--- config.mk ---
export PLATFORM = sky130hd
export DESIGN_NAME = led_pwm_ctrl
export DESIGN_NICKNAME = d
export VERILOG_FILES = /design/src/rtl/led_pwm_pkg.sv /design/src/rtl/btn_debounce.sv /design/src/rtl/led_pwm_ctrl.sv
export SDC_FILE = /design/constraint.sdc
export NUM_CORES = 1
export LEC_CHECK = 0
export ABC_AREA = 1
export CAP_MARGIN = 20
export CORE_MARGIN = 2
export CORE_UTILIZATION = 40
export CTS_CLUSTER_SIZE = 24
export DETAILED_ROUTE_END_ITERATION = 10
export PLACE_DENSITY_LB_ADDON = 0.2
export SETUP_SLACK_MARGIN = 0.02
export SYNTH_ARGS = -nofsm -noshare
export SYNTH_HDL_FRONTEND = slang
export SYNTH_SLANG_ARGS = --single-unit
--- constraint.sdc ---
create_clock -name clk -period 3.55 [get_ports clk]
set_input_delay 0.8875 -clock clk [delete_from_list [all_inputs] [get_ports clk]]
set_output_delay 0.8875 -clock clk [all_outputs]
set_load 0.02 [all_outputs]
--- src/rtl/led_pwm_pkg.sv ---
// Shared constants and sizing helpers for the LED brightness/PWM path.
// Latency: n/a (compile-time only).
// Backpressure: n/a.
package led_pwm_pkg;

  localparam int PWM_W_DEF      = 4;
  localparam int DEB_CYCLES_DEF = 4;
  localparam int N_LED_DEF      = 3;
  localparam int INIT_LEVEL_DEF = 8;
  localparam int LVL_MAX        = 1 << PWM_W_DEF;

  // Full-brightness level for a given PWM counter width (one past the top count).
  function automatic int lvl_max(input int pwm_w);
    return 1 << pwm_w;
  endfunction

  // Debounce counter width; one spare bit so DEB_CYCLES-1 always fits.
  function automatic int deb_cnt_w(input int deb_cycles);
    return $clog2(deb_cycles) + 1;
  endfunction

endpackage

--- src/rtl/btn_debounce.sv ---
// Button conditioner: 2-flop synchronizer, stability counter, registered press pulse.
// Latency: press pulse 2 sync + DEB_CYCLES + 1 edges after the first edge sampling a steady press.
// Backpressure: none; one single-cycle pulse per press, nothing on release or while held.
module btn_debounce
  import led_pwm_pkg::*;
#(
  parameter int DEB_CYCLES = DEB_CYCLES_DEF
) (
  input  logic clk,
  input  logic rst,
  input  logic btn,
  output logic press
);

  localparam int              CW       = deb_cnt_w(DEB_CYCLES);
  localparam logic [CW-1:0]   CNT_LAST = CW'(DEB_CYCLES - 1);

  logic          sync1_q, sync1_d;
  logic          sync2_q, sync2_d;
  logic          stable_q, stable_d;
  logic          prev_q, prev_d;
  logic          press_q, press_d;
  logic [CW-1:0] cnt_q, cnt_d;

  // Synchronize, count consecutive disagreeing cycles, flip stable after DEB_CYCLES of them.
  always_comb begin
    sync1_d  = btn;
    sync2_d  = sync1_q;
    stable_d = stable_q;
    cnt_d    = '0;
    if (sync2_q != stable_q) begin
      if (cnt_q == CNT_LAST) begin
        stable_d = ~stable_q;
      end else begin
        cnt_d = cnt_q + CW'(1);
      end
    end
    prev_d  = stable_q;
    press_d = stable_q & ~prev_q;
  end

  // State registers, cleared asynchronously.
  always_ff @(posedge clk or negedge rst) begin
    if (!rst) begin
      sync1_q  <= 1'b0;
      sync2_q  <= 1'b0;
      stable_q <= 1'b0;
      prev_q   <= 1'b0;
      press_q  <= 1'b0;
      cnt_q    <= '0;
    end else begin
      sync1_q  <= sync1_d;
      sync2_q  <= sync2_d;
      stable_q <= stable_d;
      prev_q   <= prev_d;
      press_q  <= press_d;
      cnt_q    <= cnt_d;
    end
  end

  assign press = press_q;

endmodule

--- src/rtl/led_pwm_ctrl.sv ---
// Brightness level from debounced up/down buttons, driving N_LED glitch-free PWM outputs.
// Latency: level moves DEB_CYCLES+4 edges after a press is first sampled; duty follows at next period.
// Backpressure: none; level saturates at 0 and 2^PWM_W, PWM runs continuously.
module led_pwm_ctrl
  import led_pwm_pkg::*;
#(
  parameter int PWM_W      = PWM_W_DEF,
  parameter int DEB_CYCLES = DEB_CYCLES_DEF,
  parameter int N_LED      = N_LED_DEF,
  parameter int INIT_LEVEL = INIT_LEVEL_DEF
) (
  input  logic             clk,
  input  logic             rst,
  input  logic             btn_up,
  input  logic             btn_dn,
  output logic [PWM_W:0]   level,
  output logic [N_LED-1:0] led
);

  localparam logic [PWM_W:0] LVL_TOP  = (PWM_W + 1)'(lvl_max(PWM_W));
  localparam logic [PWM_W:0] LVL_INIT = (PWM_W + 1)'(INIT_LEVEL);

  logic             up_pulse, dn_pulse;
  logic [PWM_W:0]   level_q, level_d;
  logic [PWM_W:0]   active_q, active_d;
  logic [PWM_W-1:0] pwm_cnt_q, pwm_cnt_d;
  logic [N_LED-1:0] led_q, led_d;

  btn_debounce #(.DEB_CYCLES(DEB_CYCLES)) u_deb_up (
    .clk   (clk),
    .rst   (rst),
    .btn   (btn_up),
    .press (up_pulse)
  );

  btn_debounce #(.DEB_CYCLES(DEB_CYCLES)) u_deb_dn (
    .clk   (clk),
    .rst   (rst),
    .btn   (btn_dn),
    .press (dn_pulse)
  );

  // Saturating level step; simultaneous up and down presses cancel.
  always_comb begin
    level_d = level_q;
    if (up_pulse && !dn_pulse && (level_q != LVL_TOP)) begin
      level_d = level_q + (PWM_W + 1)'(1);
    end else if (dn_pulse && !up_pulse && (level_q != '0)) begin
      level_d = level_q - (PWM_W + 1)'(1);
    end
  end

  // PWM: shadow level only at the period wrap so a running period is never disturbed.
  always_comb begin
    pwm_cnt_d = pwm_cnt_q + PWM_W'(1);
    active_d  = (&pwm_cnt_q) ? level_q : active_q;
    led_d     = '0;
    for (int i = 0; i < N_LED; i++) begin
      led_d[i] = ({1'b0, pwm_cnt_q} < (active_q >> i));
    end
  end

  // Level, PWM counter, shadow level and registered LED outputs.
  always_ff @(posedge clk or negedge rst) begin
    if (!rst) begin
      level_q   <= LVL_INIT;
      active_q  <= LVL_INIT;
      pwm_cnt_q <= '0;
      led_q     <= '0;
    end else begin
      level_q   <= level_d;
      active_q  <= active_d;
      pwm_cnt_q <= pwm_cnt_d;
      led_q     <= led_d;
    end
  end

  assign level = level_q;
  assign led   = led_q;

endmodule

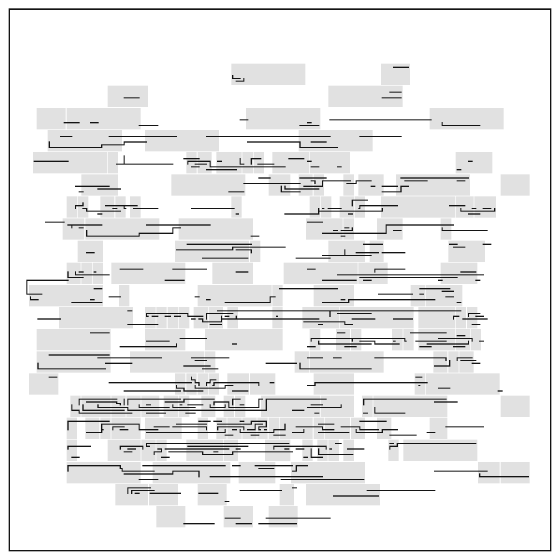
layer_met1.png
wire length on this layer	1210 µm
nets with wire on the layer	173
share of all routed wire	47%
GR Layer Usage met1: 18.1%
vias: 1053
Post-Route WL: 2.55 mm

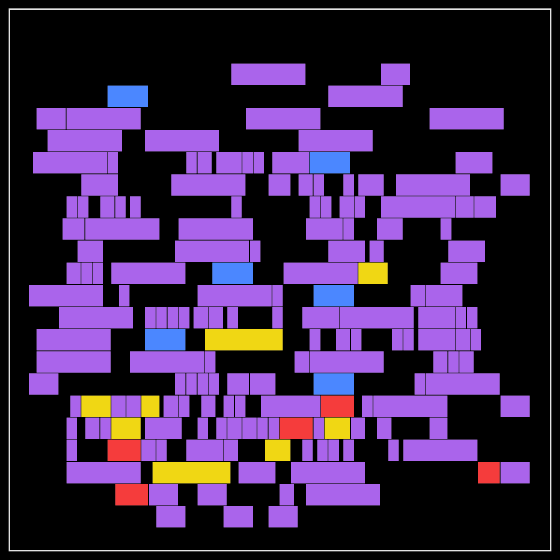
sizes.png
size	colour	cells	share
_0 and _1 cells	purple	154	89%
_3 and _4 cells	red	5	2.9%
_2 cells	yellow	8	4.6%
_6 and larger	blue	6	3.5%
number of non-clock buffers: 12
area delta synth->final: 17.2%
final instance area: 0.00182 mm²
Setup WS post-layout: 1180 ps

==> flow_summary.yaml <==
# synthesis and place-and-route metrics
run_status:
  status: "complete, no violations"
die:
  initCoreUtil_pct: 42.2
  die-area_mm2: 0.00441
  dieHeight_um: 66.4
final_layout:
  logic_area_um2: 649
  post-route-util_pct: 49.5
  nNetsFinal: 191
  comb_share_pct: 35.6
yosys:
  ys_seq_elements: 33
  yosysWarningCount: 0
  synthXorXnorAreaFrac_pct: 2.81
  logic_family: "simple AND/OR/NAND/NOR gates"
  top_area_cell: "dfrtp_1"
  adder_share_pct: 12.5
  yosysUniqueCellTypes: 23
drt:
  detail_route.wl_per_cell_um: 11.5
clock_tree:
  cts_buffer_depth: 2
  cts_buffers: 5
  cts_setup_buffers: 0
  clkTransAtPathRegs_ps: 60
  clock.latency.late_pin_ps: 280
critical_path:
  rr_startpoint: "level[3]$_DFFE_PN1P_"
  worstReg2RegEnd: "level[4]$_DFFE_PN0P_"
power_and_ir_drop:
  swShare_pct: 39.9
  power.internal_uw: 979
  pg_seq_uw: 611
  p_switching_uw: 649
hold_path:
  hold_end: "u_deb_dn.sync2_q$_DFF_PN0_"
  holdPathStages: 0
final_timing:
  tightest_slew_ps: 412
  period_needed_ps: 2370
grt:
  grt-busiest-layer: "met2"
  grt_pass1_wl_mm: 4.56
